### Clock wires, drivers and flops

Bar = 20 microns.
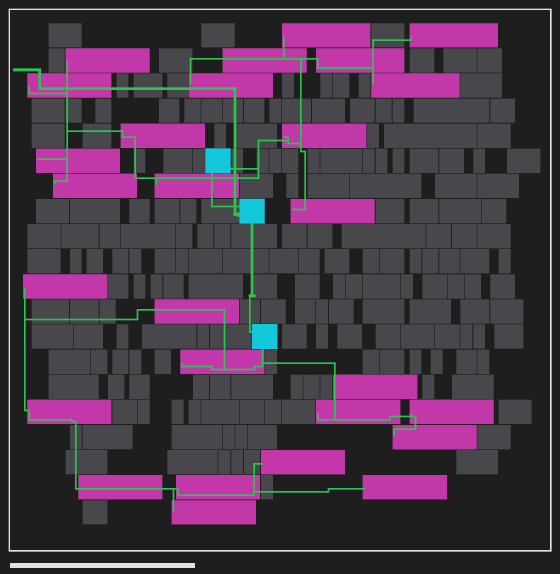
### Routing congestion map

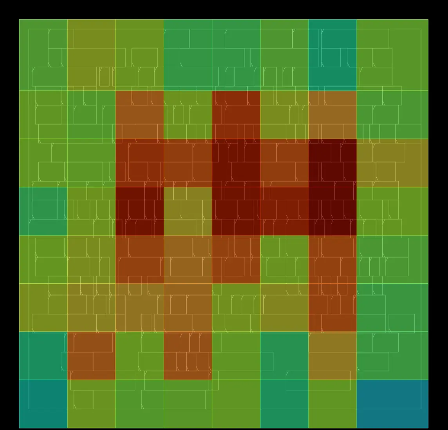
**config.mk**
```make
export PLATFORM = sky130hd
export DESIGN_NAME = hero_anim_sequencer
export DESIGN_NICKNAME = d
export VERILOG_FILES = /design/src/rtl/hero_anim_sequencer.sv
export SDC_FILE = /design/constraint.sdc
export NUM_CORES = 1
export LEC_CHECK = 0
export CAP_MARGIN = 30
export CORE_UTILIZATION = 56
export DETAILED_ROUTE_END_ITERATION = 8
export PLACE_DENSITY = 0.84
export SETUP_SLACK_MARGIN = 0.5
export SLEW_MARGIN = 20
export SYNTH_ARGS = -nofsm -noshare
export SYNTH_HDL_FRONTEND = slang
export SYNTH_SLANG_ARGS = --single-unit
```
**constraint.sdc**
```tcl
create_clock -name vga_clk -period 3.1 [get_ports vga_clk]
set_clock_uncertainty 0.1 [all_clocks]
set_input_delay 0.62 -clock vga_clk [delete_from_list [all_inputs] [get_ports vga_clk]]
set_output_delay 0.62 -clock vga_clk [all_outputs]
set_load 0.05 [all_outputs]
```
**src/rtl/hero_anim_sequencer.sv**
```systemverilog
// -----------------------------------------------------------------------------
// hero_anim_sequencer
//
// Per-frame animation controller for the hero sprite. Once per video frame
// (frame_tick) it picks the sprite ROM to display (idle, a running frame or
// jump), the horizontal mirror flag and the vertical jump offset. Every state
// change happens only on a frame_tick cycle, so nothing changes mid-scan.
//
// Parameters:
//   RUN_FRAMES       number of running frames (2..5)
//   TICKS_PER_FRAME  frame ticks each running frame is held (1..15)
//   JUMP_V           initial upward velocity, pixels per tick (1..15)
//
// Ports:
//   vga_clk      in   pixel clock, the only clock
//   reset_n      in   asynchronous active-low reset
//   frame_tick   in   single-cycle pulse at vsync start
//   move_left    in   level, sampled on frame_tick
//   move_right   in   level, sampled on frame_tick
//   jump_req     in   level, sampled on frame_tick
//   sprite_sel   out  0 idle, 1..RUN_FRAMES running frame, 6 jump
//   facing_left  out  1 = mirror sprite horizontally
//   y_offset     out  unsigned pixels above ground
//   airborne     out  1 while jumping
// -----------------------------------------------------------------------------
module hero_anim_sequencer #(
   parameter int RUN_FRAMES      = 5,
   parameter int TICKS_PER_FRAME = 6,
   parameter int JUMP_V          = 8
) (
   input  logic       vga_clk,
   input  logic       reset_n,
   input  logic       frame_tick,
   input  logic       move_left,
   input  logic       move_right,
   input  logic       jump_req,
   output logic [2:0] sprite_sel,
   output logic       facing_left,
   output logic [6:0] y_offset,
   output logic       airborne
);

   typedef enum logic [1:0] {
      IDLE = 2'd0,
      RUN  = 2'd1,
      JUMP = 2'd2
   } state_t;

   localparam logic [2:0] RUN_LAST   = 3'(RUN_FRAMES - 1);
   localparam logic [3:0] DIV_LAST   = 4'(TICKS_PER_FRAME - 1);
   localparam logic [6:0] JUMP_Y0    = 7'(JUMP_V);
   localparam logic [5:0] JUMP_VY0   = 6'(JUMP_V - 1);
   localparam logic [2:0] SPRITE_JMP = 3'd6;

   state_t             state;
   logic [2:0]         run_idx;
   logic [3:0]         div;
   logic signed [5:0]  vy;
   logic [6:0]         y_off;

   logic               moving;
   logic [2:0]         run_idx_adv;
   logic signed [7:0]  jump_sum;
   logic               landing;

   assign moving = move_left ^ move_right;

   // Next running frame index when the hold counter expires, with wrap.
   assign run_idx_adv = (run_idx == RUN_LAST) ? 3'd0 : run_idx + 3'd1;

   // Height plus velocity evaluated as signed; 8 bits covers 0..127 plus
   // the most negative velocity without overflow.
   assign jump_sum = $signed({1'b0, y_off}) + $signed({{2{vy[5]}}, vy});
   assign landing  = jump_sum[7] || (jump_sum == 8'sd0);

   // y_off is itself a flop, so the offset output is driven straight from it.
   assign y_offset = y_off;

   always_ff @(posedge vga_clk or negedge reset_n) begin
      if (!reset_n) begin
         state       <= IDLE;
         run_idx     <= 3'd0;
         div         <= 4'd0;
         vy          <= 6'sd0;
         y_off       <= 7'd0;
         sprite_sel  <= 3'd0;
         facing_left <= 1'b0;
         airborne    <= 1'b0;
      end else if (frame_tick) begin
         // Direction latches whenever exactly one direction is held,
         // regardless of state (mid-air turns are allowed).
         if (moving) begin
            facing_left <= move_left;
         end

         case (state)
            IDLE, RUN: begin
               if (jump_req) begin
                  state      <= JUMP;
                  y_off      <= JUMP_Y0;
                  vy         <= JUMP_VY0;
                  sprite_sel <= SPRITE_JMP;
                  airborne   <= 1'b1;
               end else if (!moving) begin
                  state      <= IDLE;
                  run_idx    <= 3'd0;
                  div        <= 4'd0;
                  sprite_sel <= 3'd0;
               end else if (state == IDLE) begin
                  state      <= RUN;
                  run_idx    <= 3'd0;
                  div        <= 4'd0;
                  sprite_sel <= 3'd1;
               end else if (div == DIV_LAST) begin
                  div        <= 4'd0;
                  run_idx    <= run_idx_adv;
                  sprite_sel <= run_idx_adv + 3'd1;
               end else begin
                  div        <= div + 4'd1;
               end
            end

            JUMP: begin
               // jump_req is deliberately ignored here: no double jump,
               // and a held request only restarts after landing.
               if (landing) begin
                  y_off      <= 7'd0;
                  vy         <= 6'sd0;
                  run_idx    <= 3'd0;
                  div        <= 4'd0;
                  airborne   <= 1'b0;
                  state      <= moving ? RUN : IDLE;
                  sprite_sel <= moving ? 3'd1 : 3'd0;
               end else begin
                  y_off      <= jump_sum[6:0];
                  vy         <= vy - 6'sd1;
               end
            end

            default: begin
               state      <= IDLE;
               run_idx    <= 3'd0;
               div        <= 4'd0;
               vy         <= 6'sd0;
               y_off      <= 7'd0;
               sprite_sel <= 3'd0;
               airborne   <= 1'b0;
            end
         endcase
      end
   end

endmodule

```
==> results.json <==
{
  "worst_slack_ns": 0.404,
  "reg2regPathDepth": 8,
  "die_w_microns": 58.5,
  "slew_headroom_pct": 66.7,
  "hold_viol": 0,
  "n_all_buffers": 30,
  "max_stage_delay_ns": 0.46,
  "hold_path_startpoint": "sprite_sel[2]$_DFFE_PN0P_",
  "path_clk_slew_ns": 0.15,
  "maxCapViolCount": 0,
  "worst_ep_required_time_ns": 3.23,
  "met2_usage_pct": 45.3,
  "drc_errors": 0,
  "fin_setup_tns_ns": 0,
  "num-fill-cells": 225,
  "lay_top_cells": "dfrtp_1, nand2_1, nor2_1",
  "mostFrequentLayoutCell": "dfrtp_1",
  "regArea_sq_um": 681,
  "r2r_setup_slack_ns": 0.40,
  "num-nets-final": 245,
  "syn_to_final_growth_pct": 25.1,
  "logic_gate_count": 152,
  "pg_comb_mw": 1.55,
  "pre_cts_ws_ns": 0.0942,
  "grt_pass1_wl_microns": 6860,
  "area_leaders": "dfrtp_1, ha_1, nand2_1, nor2_1, mux2_1",
  "comb_area_share_pct": 51.8,
  "peakVddDrop_mv": 0.633,
  "combGateArea_sq_mm": 0.00116,
  "slew_viol_final": 0,
  "die_h_microns": 58.5,
  "tightest_slew_ns": 0.499,
  "overflow": 0,
  "critical_path.top_delay_family": "AND-OR/OR-AND gates",
  "hold_path.class": "flop to flop",
  "vias": 1645,
  "numSynthFlops": 27,
  "power_mw": 2.32,
  "hpwl_microns": 2860,
  "rsz0062_at_grt": "true",
  "via_per_inst": 6.14,
  "cp-start-kind": "flop",
  "clk_latency_ns": 0.32,
  "critPathMaxFanout": 7,
  "dp_cells": 255,
  "synth_seq_share_pct": 37.8,
  "drtAntennaViolNets": 0,
  "path_buffers": 0,
  "taps": 44,
  "p_seq_uw": 621,
  "warnings": 32,
  "drt-met1-wl_microns": 1820,
  "clockPowerShare_pct": 6.7,
  "yosysUniqueCellTypes": 49,
  "core_area_sq_mm": 0.00305,
  "dr_wl_met3_microns": 138,
  "synth_top_cell_by_area": "dfrtp_1",
  "fp_nets": 215,
  "grt_pass1_vias": 1592,
  "ff_count": 27,
  "end_kind": "flop",
  "antenna_found_initial": 0,
  "ys_cells": 195,
  "fin_cells": 268,
  "syn_area_per_cell_sq_um": 9.17,
  "top_cell_area_share_pct": 37.8,
  "fp-utilization_pct": 58.6,
  "switching_power_mw": 1.13,
  "nClkBuffers": 4,
  "cts_tree": "built",
  "switching_share_pct": 48.9,
  "ff_type": "dfrtp_1",
  "cts_htree_levels": 1,
  "regToRegStartpoint": "vy[0]$_DFFE_PN0P_",
  "buf_share_pct": 12.3,
  "route.met2.wl_microns": 2120,
  "power_density_mw_per_mm2": 1040,
  "status": "complete, no violations",
  "drtPass1Iterations": 4,
  "grt_busiest_layer": "met2",
  "setup_viol": 0,
  "grt_max_degree": 28,
  "final-clk-cell-share_pct": 1.18
}
About 'Clock wires, drivers and flops':
[flip-flops] magenta | count: 27
[cells driving clock nets] cyan | count: 3
[clock wires] green | length: 320 microns
flops lie: spread over the die

About 'Routing congestion map':
WL per Instance: 15.5 microns
met3 Track Usage GR: 2.42%
M1 GR Usage: 32.0%
Final Core Density: 73.2%

metrics by stage:
step,util (%),cell area [sq um]
floorplan,-,1820
global placement,66.9,2040
detailed placement,66.9,2040
CTS,71.4,2180
global route,73.2,2240
finish,73.2,2240
repair_timing:
item,CTS,global route
endpoints found under the hold margin,0,0
resized,11,11
buffers inserted,8,0
pin swaps,5,5
cloned,1,0
hold buffers,0,0
endpoints found under the setup margin,22,22
kinds of logic after synthesis:
family          Yosys count  share of synthesized area (%)
compound gates           61                           24.0
simple gates             63                           16.4
buf+inv                  17                           4.41
xor+xnor                  6                           2.94
fa+ha+maj                14                           10.2
flops                    27                           37.8
mux                       7                           4.27
registers in the layout (all words and copies together) (netlist names):
| signal | flops |
|---|---|
| vy | 6 |
| state | 2 |
| y_offset | 7 |
| run_idx | 3 |
| div | 4 |
| facing_left | 1 |
| airborne | 1 |
| sprite_sel | 3 |
worst max-delay path by stage:
stage	slack, ns	cells past startpoint	to
after floorplan	0.32	10	airborne$_DFFE_PN0P_
final	0.40	8	div[3]$_DFFE_PN0P_
after global routing	0.36	8	sprite_sel[1]$_DFFE_PN0P_
after CTS	0.43	8	div[3]$_DFFE_PN0P_
after global placement	0.23	8	div[3]$_DFFE_PN0P_
after detailed placement	0.09	8	div[3]$_DFFE_PN0P_
synthesized netlist by cell type (2+ instances only):
cell type and count:
dfrtp_1 27, nand2_1 20, nor2_1 19, ha_1 13, inv_1 11, o21ai_0 10
a21oi_1 8, a31oi_1 5, mux2_1 5, nand3_1 5, o21ai_1 5, clkbuf_1 4
nor3_1 4, xnor2_1 4, a21o_1 3, nor3b_1 3, o211ai_1 3, o22ai_1 3
o31ai_1 3, a211oi_1 2, a22oi_1 2, and3_1 2, buf_6 2, mux2i_1 2
o21a_1 2, o21ai_2 2, o2bb2ai_1 2, or2_2 2, xor2_1 2
